==> config.mk <==
export PLATFORM = sky130hd
export DESIGN_NAME = stream_splitter_flat
export DESIGN_NICKNAME = d
export VERILOG_FILES = /design/src/rtl/stream_splitter_pkg.sv /design/src/rtl/stream_splitter_if.sv /design/src/rtl/stream_splitter_chunk_sel.sv /design/src/rtl/stream_splitter.sv /design/src/flat_wrapper.sv
export SDC_FILE = /design/constraint.sdc
export NUM_CORES = 1
export LEC_CHECK = 0
export ABC_CLOCK_PERIOD_IN_PS = 2700
export CAP_MARGIN = 20
export CORE_MARGIN = 2
export CORE_UTILIZATION = 25
export CTS_BUF_LIST = sky130_fd_sc_hd__clkbuf_4 sky130_fd_sc_hd__clkbuf_8
export CTS_CLUSTER_SIZE = 25
export DETAILED_ROUTE_END_ITERATION = 8
export SETUP_SLACK_MARGIN = 0.2
export SYNTH_ARGS = -nofsm -noshare
export SYNTH_HDL_FRONTEND = slang
export SYNTH_SLANG_ARGS = --single-unit
==> constraint.sdc <==
create_clock -name clk -period 2.7 [get_ports clk]
set_clock_uncertainty 0.15 [all_clocks]
set_input_delay 0.405 -clock clk [delete_from_list [all_inputs] [get_ports clk]]
set_output_delay 0.405 -clock clk [all_outputs]
set_load 0.05 [all_outputs]
==> src/rtl/stream_splitter_pkg.sv <==
// stream_splitter_pkg: shared state type and sizing helpers for the stream
// splitter (word-to-chunk serializer).
package stream_splitter_pkg;

  typedef enum logic {
    IDLE = 1'b0,
    SEND = 1'b1
  } state_t;

  // Number of chunks a word splits into.
  function automatic int chunk_count(input int w_in, input int w_out);
    return w_in / w_out;
  endfunction

  // Width of the chunk index; never narrower than one bit.
  function automatic int idx_width(input int n);
    return (n <= 2) ? 1 : $clog2(n);
  endfunction

endpackage

==> src/rtl/stream_splitter_if.sv <==
// stream_splitter_if: word-in / chunk-out handshake bundle.
// With STREAM_SPLITTER_PARITY_EN defined the bundle carries out_parity.
interface stream_splitter_if
  import stream_splitter_pkg::*;
#(
  parameter int W_IN  = 32,
  parameter int W_OUT = 8
);
  localparam int N     = chunk_count(W_IN, W_OUT);
  localparam int IDX_W = idx_width(N);

  logic             in_valid;
  logic             in_ready;
  logic [W_IN-1:0]  in_data;
  logic             in_msb_first;
  logic             out_valid;
  logic             out_ready;
  logic [W_OUT-1:0] out_data;
  logic [IDX_W-1:0] out_idx;
  logic             out_last;
`ifdef STREAM_SPLITTER_PARITY_EN
  logic             out_parity;

  modport master (
    output in_valid, in_data, in_msb_first, out_ready,
    input  in_ready, out_valid, out_data, out_idx, out_last, out_parity
  );
  modport slave (
    input  in_valid, in_data, in_msb_first, out_ready,
    output in_ready, out_valid, out_data, out_idx, out_last, out_parity
  );
`else
  modport master (
    output in_valid, in_data, in_msb_first, out_ready,
    input  in_ready, out_valid, out_data, out_idx, out_last
  );
  modport slave (
    input  in_valid, in_data, in_msb_first, out_ready,
    output in_ready, out_valid, out_data, out_idx, out_last
  );
`endif

endinterface

==> src/rtl/stream_splitter_chunk_sel.sv <==
// stream_splitter_chunk_sel: picks chunk idx out of a word, counting from the
// top (msb_first = 1) or from the bottom (msb_first = 0). Purely combinational.
module stream_splitter_chunk_sel #(
  parameter int W_IN  = 32,
  parameter int W_OUT = 8,
  parameter int N     = 4,
  parameter int IDX_W = 2
) (
  input  logic [W_IN-1:0]  word,
  input  logic             msb_first,
  input  logic [IDX_W-1:0] idx,
  output logic [W_OUT-1:0] chunk
);

  // Index mux over all N chunk positions; out-of-range idx yields zero.
  always_comb begin
    chunk = '0;
    for (int k = 0; k < N; k++) begin
      if (idx == IDX_W'(k)) begin
        if (msb_first) chunk = word[W_IN-1-k*W_OUT -: W_OUT];
        else           chunk = word[k*W_OUT +: W_OUT];
      end
    end
  end

endmodule

==> src/rtl/stream_splitter.sv <==
// stream_splitter: accepts one W_IN-bit word and emits it as N = W_IN/W_OUT
// chunks over a valid/ready handshake, with no bubble between words.
// Optional feature macro: STREAM_SPLITTER_PARITY_EN adds a registered
// out_parity (= ^out_data, 0 while idle).
//
// state | meaning
// IDLE  | no word held, in_ready = 1, out_valid = 0
// SEND  | word held, chunk idx_q presented on out_data
module stream_splitter
  import stream_splitter_pkg::*;
#(
  parameter int W_IN  = 32,
  parameter int W_OUT = 8
) (
  input logic              clk,
  input logic              reset_n,
  stream_splitter_if.slave bus
);
  localparam int N     = chunk_count(W_IN, W_OUT);
  localparam int IDX_W = idx_width(N);

  if ((W_IN % W_OUT) != 0 || N < 2) begin : g_bad_params
    $error("stream_splitter: W_IN must be a multiple of W_OUT with at least two chunks");
  end

  state_t           state_q, state_d;
  logic [W_IN-1:0]  word_q, word_d;
  logic             msb_q, msb_d;
  logic [IDX_W-1:0] idx_q, idx_d;
  logic [W_OUT-1:0] out_data_q, out_data_d;
  logic [W_OUT-1:0] sel_chunk;
  logic             in_ready;
  logic             out_last;
  logic             in_acc;
  logic             out_acc;

  // Chunk for the next cycle is selected from the next-state word/index so
  // that out_data can be a plain register.
  stream_splitter_chunk_sel #(
    .W_IN (W_IN),
    .W_OUT(W_OUT),
    .N    (N),
    .IDX_W(IDX_W)
  ) u_chunk_sel (
    .word     (word_d),
    .msb_first(msb_d),
    .idx      (idx_d),
    .chunk    (sel_chunk)
  );

  assign out_data_d = (state_d == SEND) ? sel_chunk : '0;

  // State and datapath registers; reset discards any held word at once.
  always_ff @(posedge clk or negedge reset_n) begin
    if (!reset_n) begin
      state_q    <= IDLE;
      word_q     <= '0;
      msb_q      <= 1'b0;
      idx_q      <= '0;
      out_data_q <= '0;
    end else begin
      state_q    <= state_d;
      word_q     <= word_d;
      msb_q      <= msb_d;
      idx_q      <= idx_d;
      out_data_q <= out_data_d;
    end
  end

  // Next-state logic and handshake decode; in_ready never depends on in_valid.
  always_comb begin
    state_d  = state_q;
    word_d   = word_q;
    msb_d    = msb_q;
    idx_d    = idx_q;
    out_last = (state_q == SEND) && (idx_q == IDX_W'(N - 1));
    in_ready = (state_q == IDLE) || (out_last && bus.out_ready);
    in_acc   = bus.in_valid && in_ready;
    out_acc  = (state_q == SEND) && bus.out_ready;

    case (state_q)
      IDLE: begin
        if (in_acc) begin
          word_d  = bus.in_data;
          msb_d   = bus.in_msb_first;
          idx_d   = '0;
          state_d = SEND;
        end
      end
      SEND: begin
        if (out_acc) begin
          if (!out_last) begin
            idx_d = idx_q + 1'b1;
          end else if (in_acc) begin
            word_d = bus.in_data;
            msb_d  = bus.in_msb_first;
            idx_d  = '0;
          end else begin
            idx_d   = '0;
            state_d = IDLE;
          end
        end
      end
      default: begin
        state_d = IDLE;
        idx_d   = '0;
      end
    endcase
  end

  assign bus.in_ready  = in_ready;
  assign bus.out_valid = (state_q == SEND);
  assign bus.out_data  = out_data_q;
  assign bus.out_idx   = idx_q;
  assign bus.out_last  = out_last;

`ifdef STREAM_SPLITTER_PARITY_EN
  logic parity_q;

  // Parity tracks out_data_d so it is zero whenever out_data is zero.
  always_ff @(posedge clk or negedge reset_n) begin
    if (!reset_n) parity_q <= 1'b0;
    else          parity_q <= ^out_data_d;
  end

  assign bus.out_parity = parity_q;
`endif

endmodule

==> src/flat_wrapper.sv <==
// flat-port wrapper written by rule: the top's interface ports become plain ports
module stream_splitter_flat import stream_splitter_pkg::*;
#(
  parameter int W_IN  = 32,
  parameter int W_OUT = 8
)
  (clk, reset_n, bus_in_valid, bus_in_data, bus_in_msb_first, bus_out_ready, bus_in_ready, bus_out_valid, bus_out_data, bus_out_idx, bus_out_last);
  stream_splitter_if #(.W_IN(W_IN), .W_OUT(W_OUT)) bus_i ();
  input logic clk;
  input logic reset_n;
  input wire logic [$bits(bus_i.in_valid)-1:0] bus_in_valid;
  input wire logic [$bits(bus_i.in_data)-1:0] bus_in_data;
  input wire logic [$bits(bus_i.in_msb_first)-1:0] bus_in_msb_first;
  input wire logic [$bits(bus_i.out_ready)-1:0] bus_out_ready;
  output wire logic [$bits(bus_i.in_ready)-1:0] bus_in_ready;
  output wire logic [$bits(bus_i.out_valid)-1:0] bus_out_valid;
  output wire logic [$bits(bus_i.out_data)-1:0] bus_out_data;
  output wire logic [$bits(bus_i.out_idx)-1:0] bus_out_idx;
  output wire logic [$bits(bus_i.out_last)-1:0] bus_out_last;
  assign bus_i.in_valid = bus_in_valid;
  assign bus_i.in_data = bus_in_data;
  assign bus_i.in_msb_first = bus_in_msb_first;
  assign bus_i.out_ready = bus_out_ready;
  assign bus_in_ready = bus_i.in_ready;
  assign bus_out_valid = bus_i.out_valid;
  assign bus_out_data = bus_i.out_data;
  assign bus_out_idx = bus_i.out_idx;
  assign bus_out_last = bus_i.out_last;
  stream_splitter #(.W_IN(W_IN), .W_OUT(W_OUT)) u_core (.clk(clk), .reset_n(reset_n), .bus(bus_i));
endmodule
==> flow_metrics.env <==
# physical design summary
export IMPL_status="finished, final reports clean"
export IMPL_cp_max_fo=8
export IMPL_startpoint="u_core.bus.out_valid"
export IMPL_placed_area_sq_mm=0.00314
export IMPL_critPathSlowestCell="clkdlybuf4s50_1"
export IMPL_nonClkBufAreaFrac_pct=18.9
export IMPL_min_period_ns=2.35
export IMPL_cts_buffers_inserted=5
export IMPL_vias=2274
export IMPL_maxSlewHeadroom_pct=55.2
export IMPL_r2r_slack_ns=0.40
export IMPL_synth_area_sq_mm=0.00250
export IMPL_clockBufferDepth=2
export IMPL_cts_tree="done"
export IMPL_crit_type="reg2out"
export IMPL_seq_area_sq_mm=0.00110
export IMPL_portBuffers=49
export IMPL_hp_class="reg2reg"
export IMPL_postCtsSetupRepairBufs=0
export IMPL_met1_usage_pct=18.6
export IMPL_holdPathEnd="u_core.word_q[23]"
export IMPL_logic_gate_count=190
export IMPL_gr_max_usage_layer="met2"
export IMPL_finalHoldViolations=0
export IMPL_synth_top_cell_by_area="dfrtp_1"
export IMPL_ys_sh_aoi_pct=29.1
export IMPL_post_drt_wl_per_cell_um=15.8
export IMPL_drc=0
export IMPL_xor_area_share_pct=0
export IMPL_cp_cell_sequence="buf_4 -> clkdlybuf4s50_1"
export IMPL_die_h_um=104
export IMPL_ys_flop_type="dfrtp_1"
export IMPL_dpl_cell_count=438
export IMPL_critPathTopFamily="buffers and inverters"
export IMPL_drt_iter0_drc=179
export IMPL_die_area_sq_mm=0.0108
export IMPL_crit_cells=2
export IMPL_power_leakage_nw=1.29
export IMPL_edf_count=0
export IMPL_grt_pass1_vias=2297
export IMPL_wl_met3_um=432
export IMPL_seqAreaFraction_pct=34.0
export IMPL_grt_max_degree=40
export IMPL_ys_cells=267
export IMPL_areaGrowthSynthToFinish_pct=29.9
export IMPL_start_kind="flip-flop"
export IMPL_path_buffers=2
export IMPL_initCoreUtil_pct=25.7
export IMPL_fillers=1035
export IMPL_n_antenna_cell=0
export IMPL_ys_area_sq_mm=0.00250
export IMPL_cts_sinks=44
export IMPL_min_delay_start="u_core.word_q[23]"
export IMPL_syn_avg_cell_area_sq_um=9.35
export IMPL_total_power_mw=3.63
export IMPL_arrival_ns=1.79
export IMPL_top_cell_area_share_pct=44.1
export IMPL_final_cells=447
export IMPL_worstReg2RegEnd="u_core.bus.out_data[1]"
export IMPL_rsz0062_at_grt="false"
export IMPL_comb_share_pct=38.1
export IMPL_place_hpwl_um=4790
export IMPL_netlist_instances=267
export IMPL_largestClassByArea="multi-input combinational cells"
export IMPL_setup_worst_path_end_class="primary output"
export IMPL_reg2reg_from="u_core.bus.out_idx[0]"
export IMPL_ys_seq_elements=44
export IMPL_clock_fmax_mhz=426
export IMPL_path_clk_slew_ns=0.09
export IMPL_route_met2_wl_um=3160
export IMPL_routed_top_layer="met4"
export IMPL_slowest_delay_ns=0.81
export IMPL_finalWirelength_um=7050
export IMPL_synthArstFlopShare_pct=100
export IMPL_yosys_top_cells_area="dfrtp_1, o211ai_1, nand3_1"
export IMPL_synth_most_common_cell="o211ai_1"
export IMPL_rr_worst_depth=9
export IMPL_finalCritPeriodShare_pct=86.9
export IMPL_ctsRootBufferMaster="clkbuf_8"
export IMPL_simple_gate_share_pct=17.5
export IMPL_buffers=63
export IMPL_worstSetupEndpoint="bus_out_valid"
export IMPL_lay_top_count="o211ai_1"
export IMPL_io_pins=50
export IMPL_viasPerCell=5.09
export IMPL_inverters_excl_clock=10
export IMPL_cp_required_ns=2.14
export IMPL_layout_drive_gt1_share_pct=11.8
export IMPL_final_nets=352
export IMPL_drv_slew=0
export IMPL_clk_share_pct=2.51
export IMPL_worstMarginPinSlew_ns=0.671
export IMPL_wl_met1_um=3330
export IMPL_num_rows=36
export IMPL_warning_count=26
export IMPL_synthMuxAreaShare_pct=2.15
export IMPL_place_congestion=0.774
export IMPL_core_sq_mm=0.00973
export IMPL_taps=133
export IMPL_htreeDepth=2
export IMPL_synth_seq_share_pct=44.1
export IMPL_design_area_sq_mm=0.00324
export IMPL_logic_area_sq_mm=0.00123
export IMPL_hold_depth=2
export IMPL_fin_ws_ns=0.354
export IMPL_seq_cells=44
export IMPL_setup_tns_ns=0
export IMPL_grt_pass1_wl_um=11700
export IMPL_grt_overflow=0
export IMPL_yosys_warnings=0
export IMPL_grt_usage_pct=13.2
export IMPL_n_clock_buffer=6
export IMPL_place_ws_ns=0.0481
export IMPL_ys_types=39
export IMPL_drv_cap=0
export IMPL_finalSetupViolCount=0
export IMPL_ant_nets=0
export IMPL_vdd_drop_max_uv=455
export IMPL_syn_nets=305
export IMPL_top_logic_kind="AND-OR/OR-AND gates"
export IMPL_layout_top_cells="o211ai_1, clkdlybuf4s50_1, dfrtp_1, nand2_1, nand3_1"
export IMPL_common_cells="o211ai_1, dfrtp_1, nand2_1"
export IMPL_p_per_area_mw_per_mm2=1120
export IMPL_die_x_um=104
export IMPL_drt_pass1_iterations=4
export IMPL_clk_latency_ns=0.30
export IMPL_synthAdderAreaFrac_pct=0.501
export IMPL_antenna_found_initial=0
report_power, final:
group | leakage (nW) | total [mW] | internal [mW] | switching, mW
Sequential | 0.547 | 1.06 | 0.964 | 0.0918
Clock | 0.0445 | 0.406 | 0.186 | 0.219
Combinational | 0.704 | 2.17 | 0.804 | 1.36
per-stage QoR:
step	utilization [%]	hold slack (ns)
floorplan	-	-0.0406
global route	33.3	0.429
detailed placement	32.3	0.254
finish	33.3	0.382
CTS	33.2	0.375
global placement	32.3	0.249
timing repair:
item	CTS	global route
endpoints found under the hold margin	19	0
gates resized	1	2
setup endpoints to repair	1	6
hold buffers	1	0
cloned	0	1
registers in the layout, summed over array words and instances, names as in the netlist:
signal and count:
u_core.bus.out_data 8, u_core.bus.out_idx 2, u_core.bus.out_valid 1, u_core.msb_q 1, u_core.word_q 32
Figure 1. Cells by drive strength.
The bar under the picture is 20 um long.
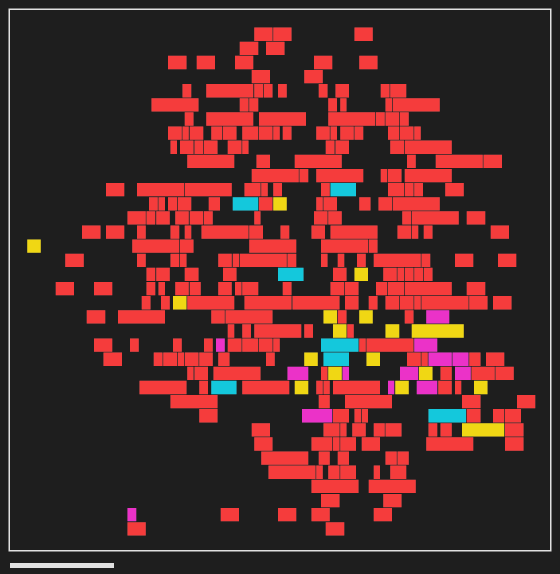
cyan -> drive 6 and up  # cells 7, share 2.2%
yellow -> drive 3 to 4  # cells 17, share 5.4%
magenta -> drive 2  # cells 13, share 4.1%
red -> drive 1 or less  # cells 277, share 88%

Figure 2. Track usage over the die.
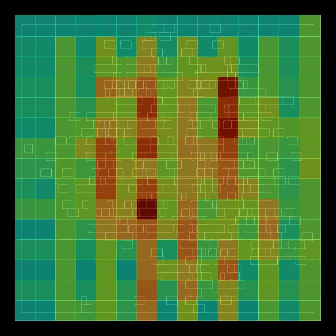
met3 usage: 3.38%
Global Route met2 Usage: 19.5%
Final Util: 33.3%

Power and IR drop assume default switching activity.
